## src/rtl/nav_range_pkg.sv

```systemverilog
// Shared definitions for the dual ultrasonic range sampler.
//   - FSM state encoding for the pair sequencer
//   - distance code points (timeout marker and saturation ceiling)
//   - avg_dist(): 9-bit sum of two readings, halved and truncated
package nav_range_pkg;

    localparam logic [2:0] IDLE      = 3'd0;
    localparam logic [2:0] TRIG      = 3'd1;
    localparam logic [2:0] WAIT_RISE = 3'd2;
    localparam logic [2:0] MEASURE   = 3'd3;
    localparam logic [2:0] GAP       = 3'd4;
    localparam logic [2:0] PUBLISH   = 3'd5;

    localparam logic [7:0] DIST_TIMEOUT = 8'hFF;
    localparam logic [7:0] DIST_MAX     = 8'hFE;

    function automatic logic [7:0] avg_dist(input logic [7:0] a, input logic [7:0] b);
        logic [8:0] sum;
        sum = {1'b0, a} + {1'b0, b};
        return 8'(sum >> 1);
    endfunction

endpackage

```

## src/rtl/echo_timer.sv

```systemverilog
// Echo pulse timer shared by both sensors (the caller muxes the echo line).
// Ports:
//   clk, rst_n : clock, asynchronous active-low reset
//   start      : 1-cycle pulse, arms the timer to wait for a fresh rising edge
//   echo       : raw asynchronous echo line (2-FF synchronised here)
//   rise       : 1-cycle pulse, accepted rising edge while armed
//   done       : 1-cycle pulse, cm/timeout valid
//   cm         : distance in cm (DIST_MAX saturated) or DIST_TIMEOUT
//   timeout    : no rising edge in time, or echo high too long
// Both edges see the same sync + edge-detect latency, so the width is unbiased.
// CM_CYCLES must be at least 2.
module echo_timer
    import nav_range_pkg::*;
#(
    parameter int CM_CYCLES      = 2900,
    parameter int TIMEOUT_CYCLES = 1900000
) (
    input  logic       clk,
    input  logic       rst_n,
    input  logic       start,
    input  logic       echo,
    output logic       rise,
    output logic       done,
    output logic [7:0] cm,
    output logic       timeout
);

    localparam int PW = (CM_CYCLES > 2) ? $clog2(CM_CYCLES) : 1;
    localparam int TW = $clog2(TIMEOUT_CYCLES + 1);
    localparam logic [PW-1:0] CM_LAST   = PW'(CM_CYCLES - 1);
    localparam logic [TW-1:0] T_MAX     = TW'(TIMEOUT_CYCLES);
    localparam logic [TW-1:0] T_WAIT_LAST = TW'(TIMEOUT_CYCLES - 1);

    localparam logic [1:0] PH_IDLE  = 2'd0;
    localparam logic [1:0] PH_ARMED = 2'd1;
    localparam logic [1:0] PH_MEAS  = 2'd2;

    logic          sync1_r, sync2_r, prev_r;
    logic          rise_r, fall_r;
    logic [1:0]    phase_r;
    logic [PW-1:0] presc_r;
    logic [TW-1:0] tcnt_r;
    logic [7:0]    cnt_r;
    logic          done_r, tmo_r;
    logic [7:0]    cm_r;

    // Synchroniser plus registered edge detector
    always_ff @(posedge clk or negedge rst_n) begin
        if (!rst_n) begin
            sync1_r <= 1'b0;
            sync2_r <= 1'b0;
            prev_r  <= 1'b0;
            rise_r  <= 1'b0;
            fall_r  <= 1'b0;
        end else begin
            sync1_r <= echo;
            sync2_r <= sync1_r;
            prev_r  <= sync2_r;
            rise_r  <= sync2_r & ~prev_r;
            fall_r  <= ~sync2_r & prev_r;
        end
    end

    // Wait-for-rise / measure sequencing with prescaler, cm counter and timeout
    always_ff @(posedge clk or negedge rst_n) begin
        if (!rst_n) begin
            phase_r <= PH_IDLE;
            presc_r <= '0;
            tcnt_r  <= '0;
            cnt_r   <= 8'h00;
            done_r  <= 1'b0;
            tmo_r   <= 1'b0;
            cm_r    <= 8'h00;
        end else begin
            done_r <= 1'b0;
            if (start) begin
                phase_r <= PH_ARMED;
                presc_r <= '0;
                tcnt_r  <= '0;
                cnt_r   <= 8'h00;
                tmo_r   <= 1'b0;
            end else begin
                case (phase_r)
                    PH_ARMED: begin
                        if (rise_r) begin
                            // The detection cycle is the first counted high cycle.
                            phase_r <= PH_MEAS;
                            presc_r <= PW'(1);
                            tcnt_r  <= TW'(1);
                            cnt_r   <= 8'h00;
                        end else if (tcnt_r == T_WAIT_LAST) begin
                            phase_r <= PH_IDLE;
                            done_r  <= 1'b1;
                            tmo_r   <= 1'b1;
                            cm_r    <= DIST_TIMEOUT;
                        end else begin
                            tcnt_r <= tcnt_r + TW'(1);
                        end
                    end
                    PH_MEAS: begin
                        if (fall_r) begin
                            phase_r <= PH_IDLE;
                            done_r  <= 1'b1;
                            tmo_r   <= 1'b0;
                            cm_r    <= cnt_r;
                        end else if (tcnt_r == T_MAX) begin
                            phase_r <= PH_IDLE;
                            done_r  <= 1'b1;
                            tmo_r   <= 1'b1;
                            cm_r    <= DIST_TIMEOUT;
                        end else begin
                            tcnt_r <= tcnt_r + TW'(1);
                            if (presc_r == CM_LAST) begin
                                presc_r <= '0;
                                if (cnt_r != DIST_MAX) begin
                                    cnt_r <= cnt_r + 8'd1;
                                end
                            end else begin
                                presc_r <= presc_r + PW'(1);
                            end
                        end
                    end
                    default: phase_r <= PH_IDLE;
                endcase
            end
        end
    end

    assign rise    = (phase_r == PH_ARMED) & rise_r & ~start;
    assign done    = done_r;
    assign cm      = cm_r;
    assign timeout = tmo_r;

endmodule

```

## src/rtl/dual_range_sampler.sv

```systemverilog
// Sequences two trigger/echo rangefinders one after the other and publishes
// both distances as one coherent pair with a 1-cycle valid pulse.
// Ports:
//   clk, rst_n   : clock, asynchronous active-low reset
//   en           : level, repeat pair measurements while high (sampled in IDLE)
//   echo1, echo2 : asynchronous echo inputs
//   trig1, trig2 : trigger pulses, never high together
//   dist1, dist2 : distance in cm, 8'hFF = timeout
//   valid        : 1-cycle pulse when dist1/dist2/err update
//   err          : [0] sensor 1 timed out, [1] sensor 2 timed out
// Build option: define AVG_EN to output the mean of the new and previous
// non-timeout reading per sensor.
module dual_range_sampler
    import nav_range_pkg::*;
#(
    parameter int TRIG_CYCLES    = 500,
    parameter int CM_CYCLES      = 2900,
    parameter int TIMEOUT_CYCLES = 1900000,
    parameter int GAP_CYCLES     = 500000
) (
    input  logic       clk,
    input  logic       rst_n,
    input  logic       en,
    input  logic       echo1,
    input  logic       echo2,
    output logic       trig1,
    output logic       trig2,
    output logic [7:0] dist1,
    output logic [7:0] dist2,
    output logic       valid,
    output logic [1:0] err
);

    localparam int CNT_MAX = (TRIG_CYCLES > GAP_CYCLES) ? TRIG_CYCLES : GAP_CYCLES;
    localparam int CW      = (CNT_MAX > 2) ? $clog2(CNT_MAX) : 1;
    localparam logic [CW-1:0] TRIG_LAST = CW'(TRIG_CYCLES - 1);
    localparam logic [CW-1:0] GAP_LAST  = CW'(GAP_CYCLES - 1);

    logic [2:0]    state_r, next_s;
    logic [CW-1:0] cnt_r;
    logic          sel_r;
    logic [7:0]    raw1_r, raw2_r;
    logic [1:0]    err_scr_r;
    logic          trig1_s, trig2_s, pub_s, et_start_s;
    logic          et_rise_s, et_done_s, et_tmo_s;
    logic [7:0]    et_cm_s;
    logic          echo_mux_s;
    logic [7:0]    out1_s, out2_s;
    logic          trig1_r, trig2_r, valid_r;
    logic [7:0]    dist1_r, dist2_r;
    logic [1:0]    err_r;

    assign echo_mux_s = sel_r ? echo2 : echo1;

    echo_timer #(
        .CM_CYCLES      (CM_CYCLES),
        .TIMEOUT_CYCLES (TIMEOUT_CYCLES)
    ) u_echo_timer (
        .clk     (clk),
        .rst_n   (rst_n),
        .start   (et_start_s),
        .echo    (echo_mux_s),
        .rise    (et_rise_s),
        .done    (et_done_s),
        .cm      (et_cm_s),
        .timeout (et_tmo_s)
    );

    // State register and shared TRIG/GAP cycle counter (cleared on every state change)
    always_ff @(posedge clk or negedge rst_n) begin
        if (!rst_n) begin
            state_r <= IDLE;
            cnt_r   <= '0;
        end else begin
            state_r <= next_s;
            if (next_s != state_r) begin
                cnt_r <= '0;
            end else if ((state_r == TRIG) || (state_r == GAP)) begin
                cnt_r <= cnt_r + CW'(1);
            end
        end
    end

    // Next-state logic
    always_comb begin
        next_s = state_r;
        case (state_r)
            IDLE: begin
                if (en) next_s = TRIG;
                else    next_s = IDLE;
            end
            TRIG: begin
                if (cnt_r == TRIG_LAST) next_s = WAIT_RISE;
                else                    next_s = TRIG;
            end
            WAIT_RISE: begin
                if (et_done_s)      next_s = GAP;
                else if (et_rise_s) next_s = MEASURE;
                else                next_s = WAIT_RISE;
            end
            MEASURE: begin
                if (et_done_s) next_s = GAP;
                else           next_s = MEASURE;
            end
            GAP: begin
                if (cnt_r == GAP_LAST) next_s = sel_r ? PUBLISH : TRIG;
                else                   next_s = GAP;
            end
            PUBLISH: next_s = IDLE;
            default: next_s = IDLE;
        endcase
    end

    // FSM output decode
    always_comb begin
        trig1_s    = 1'b0;
        trig2_s    = 1'b0;
        pub_s      = 1'b0;
        et_start_s = 1'b0;
        case (state_r)
            TRIG: begin
                trig1_s    = ~sel_r;
                trig2_s    = sel_r;
                et_start_s = (cnt_r == TRIG_LAST);
            end
            PUBLISH: pub_s = 1'b1;
            default: pub_s = 1'b0;
        endcase
    end

    // Sensor select and per-pair scratch results
    always_ff @(posedge clk or negedge rst_n) begin
        if (!rst_n) begin
            sel_r     <= 1'b0;
            raw1_r    <= 8'h00;
            raw2_r    <= 8'h00;
            err_scr_r <= 2'b00;
        end else if ((state_r == IDLE) && en) begin
            sel_r     <= 1'b0;
            raw1_r    <= 8'h00;
            raw2_r    <= 8'h00;
            err_scr_r <= 2'b00;
        end else begin
            if ((state_r == GAP) && (cnt_r == GAP_LAST) && !sel_r) begin
                sel_r <= 1'b1;
            end
            if (et_done_s) begin
                if (sel_r) begin
                    raw2_r       <= et_cm_s;
                    err_scr_r[1] <= et_tmo_s;
                end else begin
                    raw1_r       <= et_cm_s;
                    err_scr_r[0] <= et_tmo_s;
                end
            end
        end
    end

`ifdef AVG_EN
    logic [7:0] prev1_r, prev2_r;
    logic [1:0] seen_r;

    // Per-sensor history of the last non-timeout reading
    always_ff @(posedge clk or negedge rst_n) begin
        if (!rst_n) begin
            prev1_r <= 8'h00;
            prev2_r <= 8'h00;
            seen_r  <= 2'b00;
        end else if (pub_s) begin
            if (!err_scr_r[0]) begin
                prev1_r   <= raw1_r;
                seen_r[0] <= 1'b1;
            end
            if (!err_scr_r[1]) begin
                prev2_r   <= raw2_r;
                seen_r[1] <= 1'b1;
            end
        end
    end

    // Averaged output values; first reading after reset passes through raw
    always_comb begin
        if (err_scr_r[0])   out1_s = DIST_TIMEOUT;
        else if (seen_r[0]) out1_s = avg_dist(raw1_r, prev1_r);
        else                out1_s = raw1_r;
        if (err_scr_r[1])   out2_s = DIST_TIMEOUT;
        else if (seen_r[1]) out2_s = avg_dist(raw2_r, prev2_r);
        else                out2_s = raw2_r;
    end
`else
    // Raw readings go straight to the output registers
    always_comb begin
        out1_s = raw1_r;
        out2_s = raw2_r;
    end
`endif

    // Registered outputs; the pair and its error flags load together
    always_ff @(posedge clk or negedge rst_n) begin
        if (!rst_n) begin
            trig1_r <= 1'b0;
            trig2_r <= 1'b0;
            valid_r <= 1'b0;
            dist1_r <= 8'h00;
            dist2_r <= 8'h00;
            err_r   <= 2'b00;
        end else begin
            trig1_r <= trig1_s;
            trig2_r <= trig2_s;
            valid_r <= pub_s;
            if (pub_s) begin
                dist1_r <= out1_s;
                dist2_r <= out2_s;
                err_r   <= err_scr_r;
            end
        end
    end

    assign trig1 = trig1_r;
    assign trig2 = trig2_r;
    assign valid = valid_r;
    assign dist1 = dist1_r;
    assign dist2 = dist2_r;
    assign err   = err_r;

endmodule
```

## config.mk

```make
export PLATFORM = sky130hd
export DESIGN_NAME = dual_range_sampler
export DESIGN_NICKNAME = d
export VERILOG_FILES = /design/src/rtl/nav_range_pkg.sv /design/src/rtl/echo_timer.sv /design/src/rtl/dual_range_sampler.sv
export SDC_FILE = /design/constraint.sdc
export NUM_CORES = 1
export LEC_CHECK = 0
export CAP_MARGIN = 30
export CORE_UTILIZATION = 25
export CTS_CLUSTER_SIZE = 12
export DETAILED_ROUTE_END_ITERATION = 6
export SYNTH_ARGS = -nofsm -noshare
export SYNTH_HDL_FRONTEND = slang
export SYNTH_SLANG_ARGS = --single-unit
```

## constraint.sdc

```tcl
create_clock -name clk -period 5.2 [get_ports clk]
set_input_delay 1.56 -clock clk [delete_from_list [all_inputs] [get_ports clk]]
set_output_delay 1.56 -clock clk [all_outputs]
set_load 0.005 [all_outputs]
```

Figure 1. Signal wires on met3 (run 1).
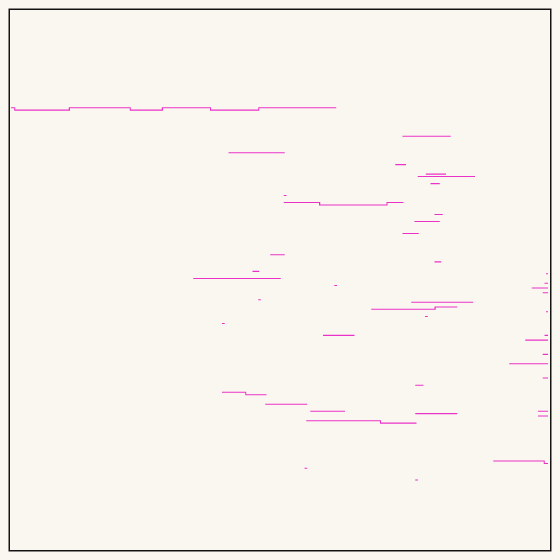
main direction: horizontal
nets with wire on the layer: 26
wire length on this layer: 415 microns
share of all routed wire: 3.4%
Total Routed Length: 12200 microns
total number of vias: 4309
met3 Resource Use GR: 0.0325

Figure 2. Clock nets (run 1).
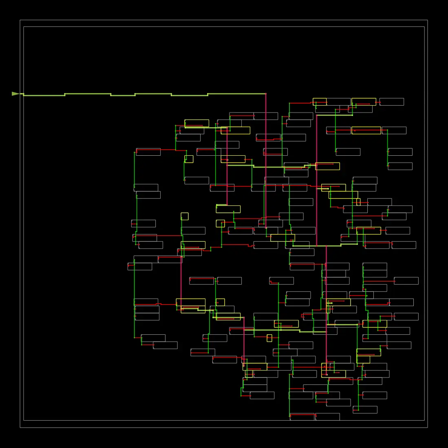
number of clock sinks: 120
Clock Buffer Count: 21

==> flow_metrics.tcl, run 1 <==
# collected from the flow reports
set metrics [dict create \
    run_status "finished clean" \
    critical_path_cell_sequence "clkdlybuf4s50_1 > nor4b_2 > buf_4 > nor2_1 > nand4_1 > a21oi_1" \
    cpPeakStageDelay_ns 0.65 \
    first_global_vias 4029 \
    layout.filler_cells 2334 \
    total_leakage_power_nw 3.08 \
    totalNegativeSetupSlack_ns 0 \
    clk_pin_slew_ns 0.06 \
    final_area_sq_um 7090 \
    route.top_layer_used "met4" \
    yosys.area_share.aoi 0.110 \
    critPathCaptureType "register" \
    synth_stat.cells 591 \
    post-layout-total-power_w 0.00225 \
    crit_path_max_fanout 20 \
    clock_path_buffers 2 \
    critical_path_buf_inv_count 2 \
    met2_track_usage_gr 0.162 \
    rr_startpoint "cnt_r[0]" \
    yosys_warnings 0 \
    holdCritPathClass "reg -> reg" \
    placed_cell_area_sq_um 6430 \
    post_cts_gate_resize_count 0 \
    holdPathEnd "u_echo_timer.sync2_r" \
    fmaxAchievable_mhz 317 \
    cts_max_level 4 \
    finalSetupViolations 0 \
    post-route-min-period_ns 3.16 \
    endpoint_of_the_most_critical_setup_path "cnt_r[1]" \
    synth.cellmix.simpleShare 0.224 \
    tightest_slew_ns 0.988 \
    r2r_end "u_echo_timer.cnt_r[7]" \
    xor_xnor_share_of_the_synthesized_area 0.0495 \
    cts-buffers-inserted 17 \
    p_per_area_nw_per_um2 318 \
    largest_register_by_flop_count "u_echo_timer.tcnt_r" \
    pre_cts_slack_ns 1.58 \
    synth.most_common_cell "sky130_fd_sc_hd__dfrtp_1" \
    critical-path-slowest-cell "sky130_fd_sc_hd__nand4_1" \
    syn_to_final_growth_pct 21.4 \
    synthesis.nets 604 \
    dp_hpwl_microns 8090 \
    min-delay-start "u_echo_timer.sync1_r" \
    final_layout_size_suffix_gt1_frac 0.115 \
    place.port_buffers 25 \
    maxCapViolations 0 \
    start_kind "input port" \
    synth_top_flop_cell "sky130_fd_sc_hd__dfrtp_1" \
    number_of_max_slew_violations_in_the_final_report 0 \
    route.layer.met1.wl_microns 5990 \
    ys_area_sq_um 5840 \
    row_count 55 \
    final_cells 946 \
    remaining_design_rule_violation_count 0 \
    post-cts-setup-buffers 0 \
    number_of_antenna_violations_at_the_first_check_in_global_routing 0 \
    place_congestion 0.779 \
    synth.yosys.seq_area_share 0.514 \
    rsz0062_at_grt "no" \
    crit_path_start "en" \
    r2r_slack_ns 2.08 \
    post_layout_nets 633 \
    die_w_microns 155 \
    largest_register_ffs 21 \
    ioPinCount 26 \
    stage_log_warnings 29 \
    cp_top_family "simple AND/OR/NAND/NOR gates" \
    topCellsByArea "sky130_fd_sc_hd__dfrtp_1 51%, sky130_fd_sc_hd__nand2_1 4.7%, sky130_fd_sc_hd__nor2_1 3.9%" \
    netlist.area_leader.share 0.514 \
    place_inst 913 \
    via_per_inst 4.55 \
    holdWs_ns 0.347 \
    grt_first_pass_wirelength_microns 20200 \
    mi_logic_area_sq_um 2640 \
    sequential_cell_area_sq_um 3000 \
    irDropWorstVdd_uv 260 \
    cts-root-buf "sky130_fd_sc_hd__clkbuf_16" \
    synth.ff_latch_count 120 \
    fp_util 0.256 \
    synth-adder-area-share 0.0171 \
    ys_types 56 \
    async_flop_share 1.00 \
    synthTopCellsByCount "120 x sky130_fd_sc_hd__dfrtp_1, 73 x sky130_fd_sc_hd__nand2_1, 61 x sky130_fd_sc_hd__nor2_1" \
    final_critical_path_setup_slack_ns 2.04 \
    hold_viol_final 0 \
    cts_hold_buffers 0 \
    met2RoutedLength_microns 5500 \
    synthMuxAreaShare 0.0512 \
    dr_wl_met3_microns 414 \
    critPathArrivalTime_ns 3.48 \
    grt-ovfl-total 0 \
    syn-mean-instance-area_sq_um 9.88 \
    final_common_cell "sky130_fd_sc_hd__dfrtp_1" \
    drt-initial-drc-count 183 \
    grt-busiest-layer "met2" \
    final.setup_skew_ns 0.00636 \
    synth_area_leader_cell "sky130_fd_sc_hd__dfrtp_1" \
    clock_tree_from_tritoncts "done" \
    lay_top_cells "120 x sky130_fd_sc_hd__dfrtp_1, 73 x sky130_fd_sc_hd__nand2_1, 61 x sky130_fd_sc_hd__nor2_1, 38 x sky130_fd_sc_hd__a21oi_1, 27 x sky130_fd_sc_hd__nand3_1" \
    antenna_cells_inserted 0 \
    critPathKind "in -> reg" \
    slew_headroom 0.341 \
    netlist_instances 591 \
    pin_count_of_the_biggest_net_entering_global_routing 77 \
    first_pass_iters 4 \
    die_ht_microns 155 \
    r2r_cells 8 \
    synth-edff-count 0 \
    min_delay_path_depth 0 \
    post_synth_instance_area_sq_um 5840 \
    final_util 0.311 \
]
Figure 3. Signal wires by layer (run 1).
Bar = 50 microns. Only two layers are drawn.
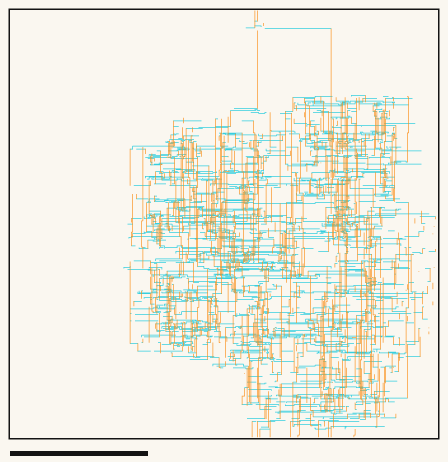
legend:
  cyan:
    layer: M1
    wire_length: 5990 microns
  orange:
    layer: M2
    wire_length: 5500 microns
routed wirelength normalized by instance count: 12.9 microns
gr usage total: 0.108

[run 1: where the power goes]
| group | switching, W | leakage (nW) | internal, W |
|---|---|---|---|
| Clock | 0.000431 | 0.303 | 0.000827 |
| Combinational | 0.0000248 | 1.17 | 0.0000130 |
| Sequential | 0.00000960 | 1.60 | 0.000946 |
| Total | 0.000466 | 3.08 | 0.00179 |
[run 1: layout make-up]
class	instances	share of cell area
Inverter	26	0.0138
Timing Repair Buffer	32	0.0452
Clock buffer	21	0.0650
Clock inverter	11	0.0242
Tap cell	313	0.0553
Sequential cell	120	0.424
Multi-Input combinational cell	423	0.373
[run 1: cell families (layout without fill, tap and decap cells)]
kind of cell    count (synthesis)  after routing
fa+ha+maj                       8              8
flops                         120            120
compound gates                104            104
buf+inv                        48             90
mux                            27             27
xor+xnor                       33             33
simple gates                  251            251
Figure 4. The metal 2 layer (run 1).
Bar = 50 microns.
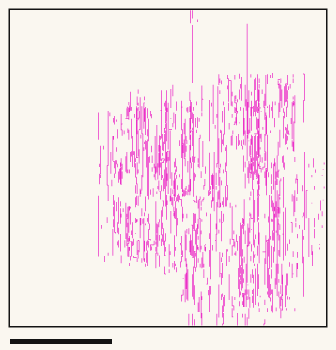

## Run 2: what changed since run 1
- clock period: 5.2 -> 2.6 ns (I/O delays scaled with it)
Figure 5. The metal 2 layer (run 2).
Bar = 50 microns.
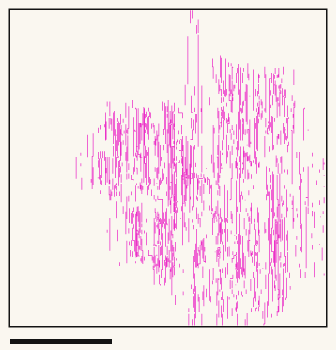
share of all routed wire: 45%
longest straight run: 54.7 microns
wire length on this layer: 5630 microns

Figure 6. Floorplan with the power grid (run 2).
Bar = 50 microns. Pins as bars on the die edge.
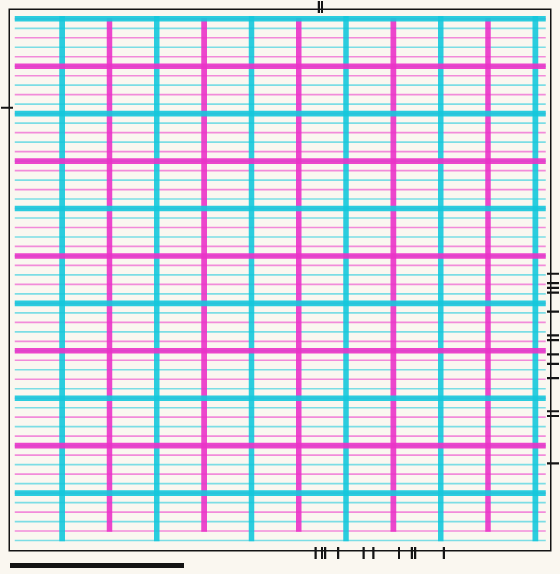
legend:
  cyan:
    net: VSS
  magenta:
    net: VDD
rows: 55
signal pins: 26
met1 rails: 56
met4 straps: 11
Die Wd: 155 microns
area of the placeable core: 22800 sq um
Die Ht: 155 microns
IR Drop Worst-Case VDD: 441 uV

==> run 2 against run 1 <==
Compared with the run above: first-iteration DRC count increased by 26%; global-route usage increased by 0.57 points; clock power increased by 81%; synthesized cell count unchanged; die size unchanged; clock-buffer cell count unchanged; register-to-register slack got worse by 2.0 ns; largest cell class unchanged.
==> flow_metrics.tcl, run 2 <==
# collected from the flow reports
set metrics [dict create \
    cpPeakStageDelay_ns 0.52 \
    sh_seq_area 0.409 \
    netSwitchingFraction 0.215 \
    post_layout_nets 662 \
    post-cts-setup-buffers 0 \
    start_kind "register" \
    async_flop_share 1.00 \
    critPathKind "reg -> reg" \
    finalSetupViolations 0 \
    stage_log_warnings 29 \
    place_congestion 0.811 \
    fp_util 0.256 \
    final_common_cell "sky130_fd_sc_hd__dfrtp_1" \
    powerClk_w 0.00228 \
    critical_path_cell_sequence "ha_2 > or4b_4 > nand3b_4 > nor3_4 > buf_12 > o21ai_2 > or4b_1 > nand3_1" \
    ioPinCount 26 \
    gr-usage-all-layers 0.114 \
    detail_route.wirelength_microns 12400 \
    cts-root-buf "sky130_fd_sc_hd__clkbuf_16" \
    mi_logic_area_sq_um 2680 \
    final_critical_path_setup_slack_ns 0.125 \
    comb_area_share 0.366 \
    p_seq_w 0.00191 \
    comb-power_w 0.0000778 \
    lay_top_cells "120 x sky130_fd_sc_hd__dfrtp_1, 73 x sky130_fd_sc_hd__nand2_1, 61 x sky130_fd_sc_hd__nor2_1, 38 x sky130_fd_sc_hd__a21oi_1, 31 x sky130_fd_sc_hd__buf_4" \
    met2RoutedLength_microns 5630 \
    grt.met3_usage 0.0280 \
    seqPwrFrac 0.447 \
    synth-adder-area-share 0.0171 \
    synth.yosys.seq_area_share 0.514 \
    route.top_layer_used "met4" \
    endpoint_of_the_most_critical_setup_path "u_echo_timer.tcnt_r[11]" \
    first_pass_iters 4 \
    topCellsByArea "sky130_fd_sc_hd__dfrtp_1 51%, sky130_fd_sc_hd__nand2_1 4.7%, sky130_fd_sc_hd__nor2_1 3.9%" \
    antenna_cells_inserted 0 \
    synth.ff_latch_count 120 \
    clkCellAreaFrac 0.0783 \
    clock_path_buffers 2 \
    inverters 26 \
    row_count 55 \
    power_top_consumer "the clock network" \
    syn_to_final_growth_pct 25.6 \
    total_leakage_power_nw 3.22 \
    sequential_cell_area_sq_um 3000 \
    rr_startpoint "cnt_r[0]" \
    yosys_warnings 0 \
    synthTopCellsByCount "120 x sky130_fd_sc_hd__dfrtp_1, 73 x sky130_fd_sc_hd__nand2_1, 61 x sky130_fd_sc_hd__nor2_1" \
    cts-buffers-inserted 17 \
    pin_count_of_the_biggest_net_entering_global_routing 43 \
    clk_pin_slew_ns 0.06 \
    via_per_inst 4.56 \
    largest_register_by_flop_count "u_echo_timer.tcnt_r" \
    route.vias.total 4443 \
    area_dominant_class "sequential cells" \
    number_of_max_slew_violations_in_the_final_report 0 \
    slew_headroom 0.467 \
    critPathCaptureType "register" \
    crit_path_max_fanout 8 \
    yosys.area_share.aoi 0.110 \
    run_status "finished clean" \
    design.seq.count 120 \
    fmaxAchievable_mhz 404 \
    number_of_logic_gates 423 \
    pre_cts_slack_ns 0.0326 \
    number_of_antenna_violations_at_the_first_check_in_global_routing 0 \
    xor_xnor_share_of_the_synthesized_area 0.0495 \
    netlist_instances 591 \
]
==> run 2: cell types whose count changed in the layout (fill, tap and decap cells not counted), moves of 2 or more <==
cell	previous run	this run
sky130_fd_sc_hd__buf_12	0	4
sky130_fd_sc_hd__a221oi_1	2	0
sky130_fd_sc_hd__o21ai_0	24	22
sky130_fd_sc_hd__buf_4	7	31
sky130_fd_sc_hd__a221oi_2	0	2
sky130_fd_sc_hd__bufinv_16	4	2
==> run 2: stage by stage <==
stage                     instances  total power, W  hold slack, ns
after floorplan                 591         0.00196           0.331
after global routing            975         0.00443           0.333
after global placement          938         0.00202           0.349
after CTS                       970         0.00433           0.312
after detailed placement        938         0.00202           0.343
final                           975         0.00427           0.308
Power is estimated from default activity; no workload was simulated.
